**Cell area per tile**

9 x 13 tiles, from white (low) to dark blue (high), 0 to 100% covered.
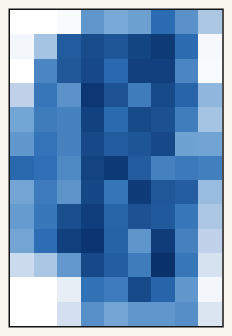
**Signal wires on met3**

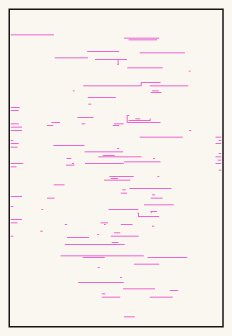
**Cell placement**

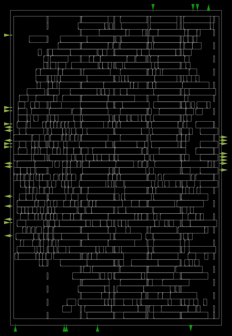
[src/rtl/fifo_pkg.sv]
// Shared definitions for the fifo_lvl family: level width helper, default
// thresholds and the per-cycle access decode record.
package fifo_pkg;

  localparam int DEF_BITWIDTH   = 8;
  localparam int DEF_BITDEPTH   = 4;
  localparam int DEF_AEMPTY_LVL = 2;

  // One extra bit so a completely full FIFO (2**bitdepth) is representable.
  function automatic int lvl_width(input int bitdepth);
    return bitdepth + 1;
  endfunction

  function automatic int def_afull_lvl(input int bitdepth);
    return (2 ** bitdepth) - 2;
  endfunction

  typedef struct packed {
    logic enq;
    logic deq;
    logic ovf;
    logic unf;
  } acc_t;

endpackage

[src/rtl/fifo_lvl_mem.sv]
// Storage array for fifo_lvl: one synchronous write port, one asynchronous
// read port; no reset, contents persist across flush.
module fifo_lvl_mem
  import fifo_pkg::*;
#(
  parameter int BITWIDTH = DEF_BITWIDTH,
  parameter int BITDEPTH = DEF_BITDEPTH
) (
  input  logic                i_clk,
  input  logic                i_we,
  input  logic [BITDEPTH-1:0] i_waddr,
  input  logic [BITWIDTH-1:0] i_wdat,
  input  logic [BITDEPTH-1:0] i_raddr,
  output logic [BITWIDTH-1:0] o_rdat
);

  logic [BITWIDTH-1:0] r_mem [2**BITDEPTH];

  always_ff @(posedge i_clk) begin
    if (i_we) begin
      r_mem[i_waddr] <= i_wdat;
    end
  end

  assign o_rdat = r_mem[i_raddr];

endmodule

[src/rtl/fifo_lvl.sv]
// Fall-through FIFO with registered level/threshold flags (valid the cycle after an access);
// a full FIFO still takes a write paired with a read. Sticky ovf/unf flags need FIFO_LVL_STICKY_ERR_EN.
module fifo_lvl
  import fifo_pkg::*;
#(
  parameter int BITWIDTH   = DEF_BITWIDTH,
  parameter int BITDEPTH   = DEF_BITDEPTH,
  parameter int AFULL_LVL  = def_afull_lvl(BITDEPTH),
  parameter int AEMPTY_LVL = DEF_AEMPTY_LVL
) (
  input  logic                clk6x,
  input  logic                reset,
  input  logic                flush_i,
  input  logic [BITWIDTH-1:0] wport_i,
  input  logic                wenq_i,
  output logic [BITWIDTH-1:0] rport_o,
  input  logic                rdeq_i,
  output logic                full_o,
  output logic                empty_o,
  output logic                afull_o,
  output logic                aempty_o,
  output logic [BITDEPTH:0]   level_o,
  input  logic                err_clr_i,
  output logic                ovf_o,
  output logic                unf_o
);

  localparam int            LW        = lvl_width(BITDEPTH);
  localparam int            CAP_I     = 2 ** BITDEPTH;
  localparam logic [LW-1:0] CAP       = LW'(CAP_I);
  localparam logic [LW-1:0] AFULL_TH  = LW'(AFULL_LVL);
  localparam logic [LW-1:0] AEMPTY_TH = LW'(AEMPTY_LVL);
  localparam logic [LW-1:0] LVL_ONE   = LW'(1);
  localparam logic [BITDEPTH-1:0] PTR_ONE = BITDEPTH'(1);

  logic [BITDEPTH-1:0] r_rptr;
  logic [BITDEPTH-1:0] r_wptr;
  logic [BITDEPTH-1:0] w_rptr_nxt;
  logic [BITDEPTH-1:0] w_wptr_nxt;
  logic [LW-1:0]       r_level;
  logic [LW-1:0]       w_level_nxt;
  logic                r_full;
  logic                r_empty;
  logic                r_afull;
  logic                r_aempty;
  logic                w_we;
  acc_t                w_acc;

  // A write into a full FIFO is legal only when a read frees the head slot in the same cycle.
  always_comb begin
    w_acc     = '0;
    w_acc.deq = rdeq_i & ~r_empty & ~flush_i;
    w_acc.enq = wenq_i & (~r_full | w_acc.deq) & ~flush_i;
    w_acc.ovf = wenq_i & ~w_acc.enq & ~flush_i;
    w_acc.unf = rdeq_i & r_empty & ~flush_i;
  end

  always_comb begin
    w_rptr_nxt  = r_rptr;
    w_wptr_nxt  = r_wptr;
    w_level_nxt = r_level;
    if (flush_i) begin
      w_rptr_nxt  = '0;
      w_wptr_nxt  = '0;
      w_level_nxt = '0;
    end else begin
      if (w_acc.deq) begin
        w_rptr_nxt = r_rptr + PTR_ONE;
      end
      if (w_acc.enq) begin
        w_wptr_nxt = r_wptr + PTR_ONE;
      end
      case ({w_acc.enq, w_acc.deq})
        2'b10:   w_level_nxt = r_level + LVL_ONE;
        2'b01:   w_level_nxt = r_level - LVL_ONE;
        default: w_level_nxt = r_level;
      endcase
    end
  end

  always_ff @(posedge clk6x) begin
    if (reset) begin
      r_rptr   <= '0;
      r_wptr   <= '0;
      r_level  <= '0;
      r_full   <= 1'b0;
      r_empty  <= 1'b1;
      r_afull  <= 1'b0;
      r_aempty <= 1'b1;
    end else begin
      r_rptr   <= w_rptr_nxt;
      r_wptr   <= w_wptr_nxt;
      r_level  <= w_level_nxt;
      r_full   <= (w_level_nxt == CAP);
      r_empty  <= (w_level_nxt == '0);
      r_afull  <= (w_level_nxt >= AFULL_TH);
      r_aempty <= (w_level_nxt <= AEMPTY_TH);
    end
  end

  assign w_we = w_acc.enq & ~reset;

  fifo_lvl_mem #(
    .BITWIDTH (BITWIDTH),
    .BITDEPTH (BITDEPTH)
  ) u_mem (
    .i_clk   (clk6x),
    .i_we    (w_we),
    .i_waddr (r_wptr),
    .i_wdat  (wport_i),
    .i_raddr (r_rptr),
    .o_rdat  (rport_o)
  );

`ifdef FIFO_LVL_STICKY_ERR_EN
  logic r_ovf;
  logic r_unf;

  // A new event beats a simultaneous clear so no error is ever lost.
  always_ff @(posedge clk6x) begin
    if (reset) begin
      r_ovf <= 1'b0;
      r_unf <= 1'b0;
    end else begin
      if (w_acc.ovf) begin
        r_ovf <= 1'b1;
      end else if (err_clr_i) begin
        r_ovf <= 1'b0;
      end
      if (w_acc.unf) begin
        r_unf <= 1'b1;
      end else if (err_clr_i) begin
        r_unf <= 1'b0;
      end
    end
  end

  assign ovf_o = r_ovf;
  assign unf_o = r_unf;
`else
  logic w_unused_err;

  assign w_unused_err = ^{err_clr_i, w_acc.ovf, w_acc.unf};
  assign ovf_o        = 1'b0;
  assign unf_o        = 1'b0;
`endif

  assign full_o   = r_full;
  assign empty_o  = r_empty;
  assign afull_o  = r_afull;
  assign aempty_o = r_aempty;
  assign level_o  = r_level;

endmodule
[config.mk]
export PLATFORM = sky130hd
export DESIGN_NAME = fifo_lvl
export DESIGN_NICKNAME = d
export VERILOG_FILES = /design/src/rtl/fifo_pkg.sv /design/src/rtl/fifo_lvl_mem.sv /design/src/rtl/fifo_lvl.sv
export SDC_FILE = /design/constraint.sdc
export NUM_CORES = 1
export LEC_CHECK = 0
export ABC_AREA = 1
export CORE_ASPECT_RATIO = 1.5
export CORE_MARGIN = 1
export CORE_UTILIZATION = 55
export CTS_CLUSTER_DIAMETER = 120
export CTS_CLUSTER_SIZE = 40
export DETAILED_ROUTE_END_ITERATION = 6
export HOLD_SLACK_MARGIN = 0.12
export PLACE_DENSITY = 0.74
export SYNTH_ARGS = -nofsm -noshare
export SYNTH_HDL_FRONTEND = slang
export SYNTH_SLANG_ARGS = --single-unit
[constraint.sdc]
create_clock -name clk6x -period 2.9 [get_ports clk6x]
set_input_delay 0.58 -clock clk6x [delete_from_list [all_inputs] [get_ports clk6x]]
set_output_delay 0.58 -clock clk6x [all_outputs]
set_load 0.1 [all_outputs]
==> reports/results.txt <==
status: finished clean
total track usage: 25.96%
Final WS setup: 0.1104 ns
critical path class: reg2out
Reg2Reg Setup Slack: 0.75 ns
number of port buffers: 29
flops & latches, synth: 149
met3 wire length: 669 um
Synth top cell by count: edfxtp_1
internal power: 0.003810 W
Mapped Cells: 505
clock network area share: 8.316%
post-route clock skew: 0.007446 ns
number of OpenROAD warnings: 31
Synth logic family: AND-OR/OR-AND gates
largest area contributor in the synthesized netlist: edfxtp_1
htree depth: 4
Largest type area fraction: 63.72%
worst path cell trace: inv_2 > buf_4 > o21ai_0 > o221ai_1 > o211ai_1 > nand2_1 > buf_12
most frequent logic cell in the layout: edfxtp_1
Largest register FFs: 128
Adder Area Share: 1.659%
Avg Cell Area, Syn: 11.94 um^2
Area-dominant class: flip-flops and latches
r2r worst-path depth: 15
Final setup viols: 0
Antenna Violating Nets Remaining: 0
first-pass GRT wire length: 21.07 mm
cycle use final: 96.19%
Combinational Power: 0.000387 W
worst-path fanout max: 25
Overflow after GRT: 0
AO/OA Area Share: 12.26%
largest net degree at the start of global routing: 40
min-delay worst type: reg2reg
fmax: 0.3585 GHz
total chip power: 0.004945 W
Multi-input gate area: 1553 um^2
Sink Count: 149
Distinct lib cells used: 26
Clk. pwr: 0.00221 W
combinational share of cell area: 21.32%
Top FF cell, synth: edfxtp_1
slowest stage cell, crit path: dfxtp_4
top sig layer: met4
Non-CTS inverters: 28
post-CTS sizing: 0
Final Hold Fails: 0
Max power group: registers
share of layout cells above drive strength 1: 14.61%
boundary pin count: 33
sequential power: 0.00235 W
# Cells Yosys: 505
Leak: 2.574 nW
Iteration-0 DRC Markers: 481
diode count: 0
slew margin rel.: 60.10%
clk latency late pin: 0.42 ns
residual DRC count: 0
Basic Gates by Area: 11.26%
Setup TNS: 0 ns
Buffers excl. clock: 56
WP data required: 2.32 ns
Hold Path Stages: 1
startpoint types: flip-flop
TritonCTS clock tree: yes
Flop area: 4268 um^2
Avg WL per Cell: 19.28 um
initial antenna violation count: 0
Post-synth top cells: edfxtp_1 (128), nor2_1 (94), o21ai_0 (74), nand2_1 (36), o221ai_1 (27)
combinational share of power: 7.8%
delay-heaviest family, CP: AND-OR/OR-AND gates
Area Growth Syn to Fin: 20.72%
sequential fraction of the synthesis area: 70.69%
CP max stage delay: 0.45 ns
vias per std cell: 5.935
net switching power figure: 0.001135 W
WHS: 0.4665 ns
share of flip-flops with an asynchronous set or reset: 0%
top cells by area: edfxtp_1 (64%), dfxtp_1 (7.0%), o21ai_0 (6.1%), nor2_1 (5.8%), o221ai_1 (3.9%)
clock root cell: clkbuf_16
fin. max-slew vios: 0
min cycle time layout: 2.790 ns
crit path buf inv count: 3
GRT busiest layer: met2
CTS buffer count: 17
M2 GR Usage: 45.96%
Final GP Congestion: 0.7895
yosys stat chip area: 6032 um^2
Die X-Extent: 87.51 um
dpl ws: 0.07919 ns
hold_sp: r_rptr[3]
MUX share of area: 0%
Power Dens Cells: 679.0 nW/um^2
Logic Gate Count: 303
Critical Path End Type: primary output
Clk pwr share: 44.6%
met1 usage: 29.71%
VDD IR max: 0.4685 mV
Final Cell Area: 7282 um^2
clkbuf count: 18
met2 WL: 7.481 mm
Placed Cells: 680
Post-synth EDFFs: 128
Fill cells: 743
RSZ-0062 raised after global routing: false
worst reg2reg path endpoint: empty_o
most numerous logic cells after layout: edfxtp_1 (128), nor2_1 (94), o21ai_0 (74), nand2_1 (36), buf_4 (33)
worst-margin pin slew: 0.5967 ns
worst r2r src: empty_o
mapped cell area: 6032 um^2
Back to the opening pictures, 'cell area per tile':
densest ninth of the die: center
tiles over 75% full: 40%
nearly empty tiles: 6.0%
final core occ: 68.39%
FP Util: 56.65%
CORE AREA: 10,650 um^2

Back to the opening pictures, 'signal wires on met3':
longest straight run: 34.0 um
main direction: horizontal
wire length on this layer: 670 um
nets with wire on the layer: 64
share of all routed wire: 4.9%
DR vias: 4,226
grt met3 use: 4.744%
DRT Wirelength: 13.72 mm

Back to the opening pictures, 'cell placement':
# Taps: 144
Core Rows: 46
sequential share of cell area: 58.61%
flop count: 149

Power and IR drop assume default switching activity.
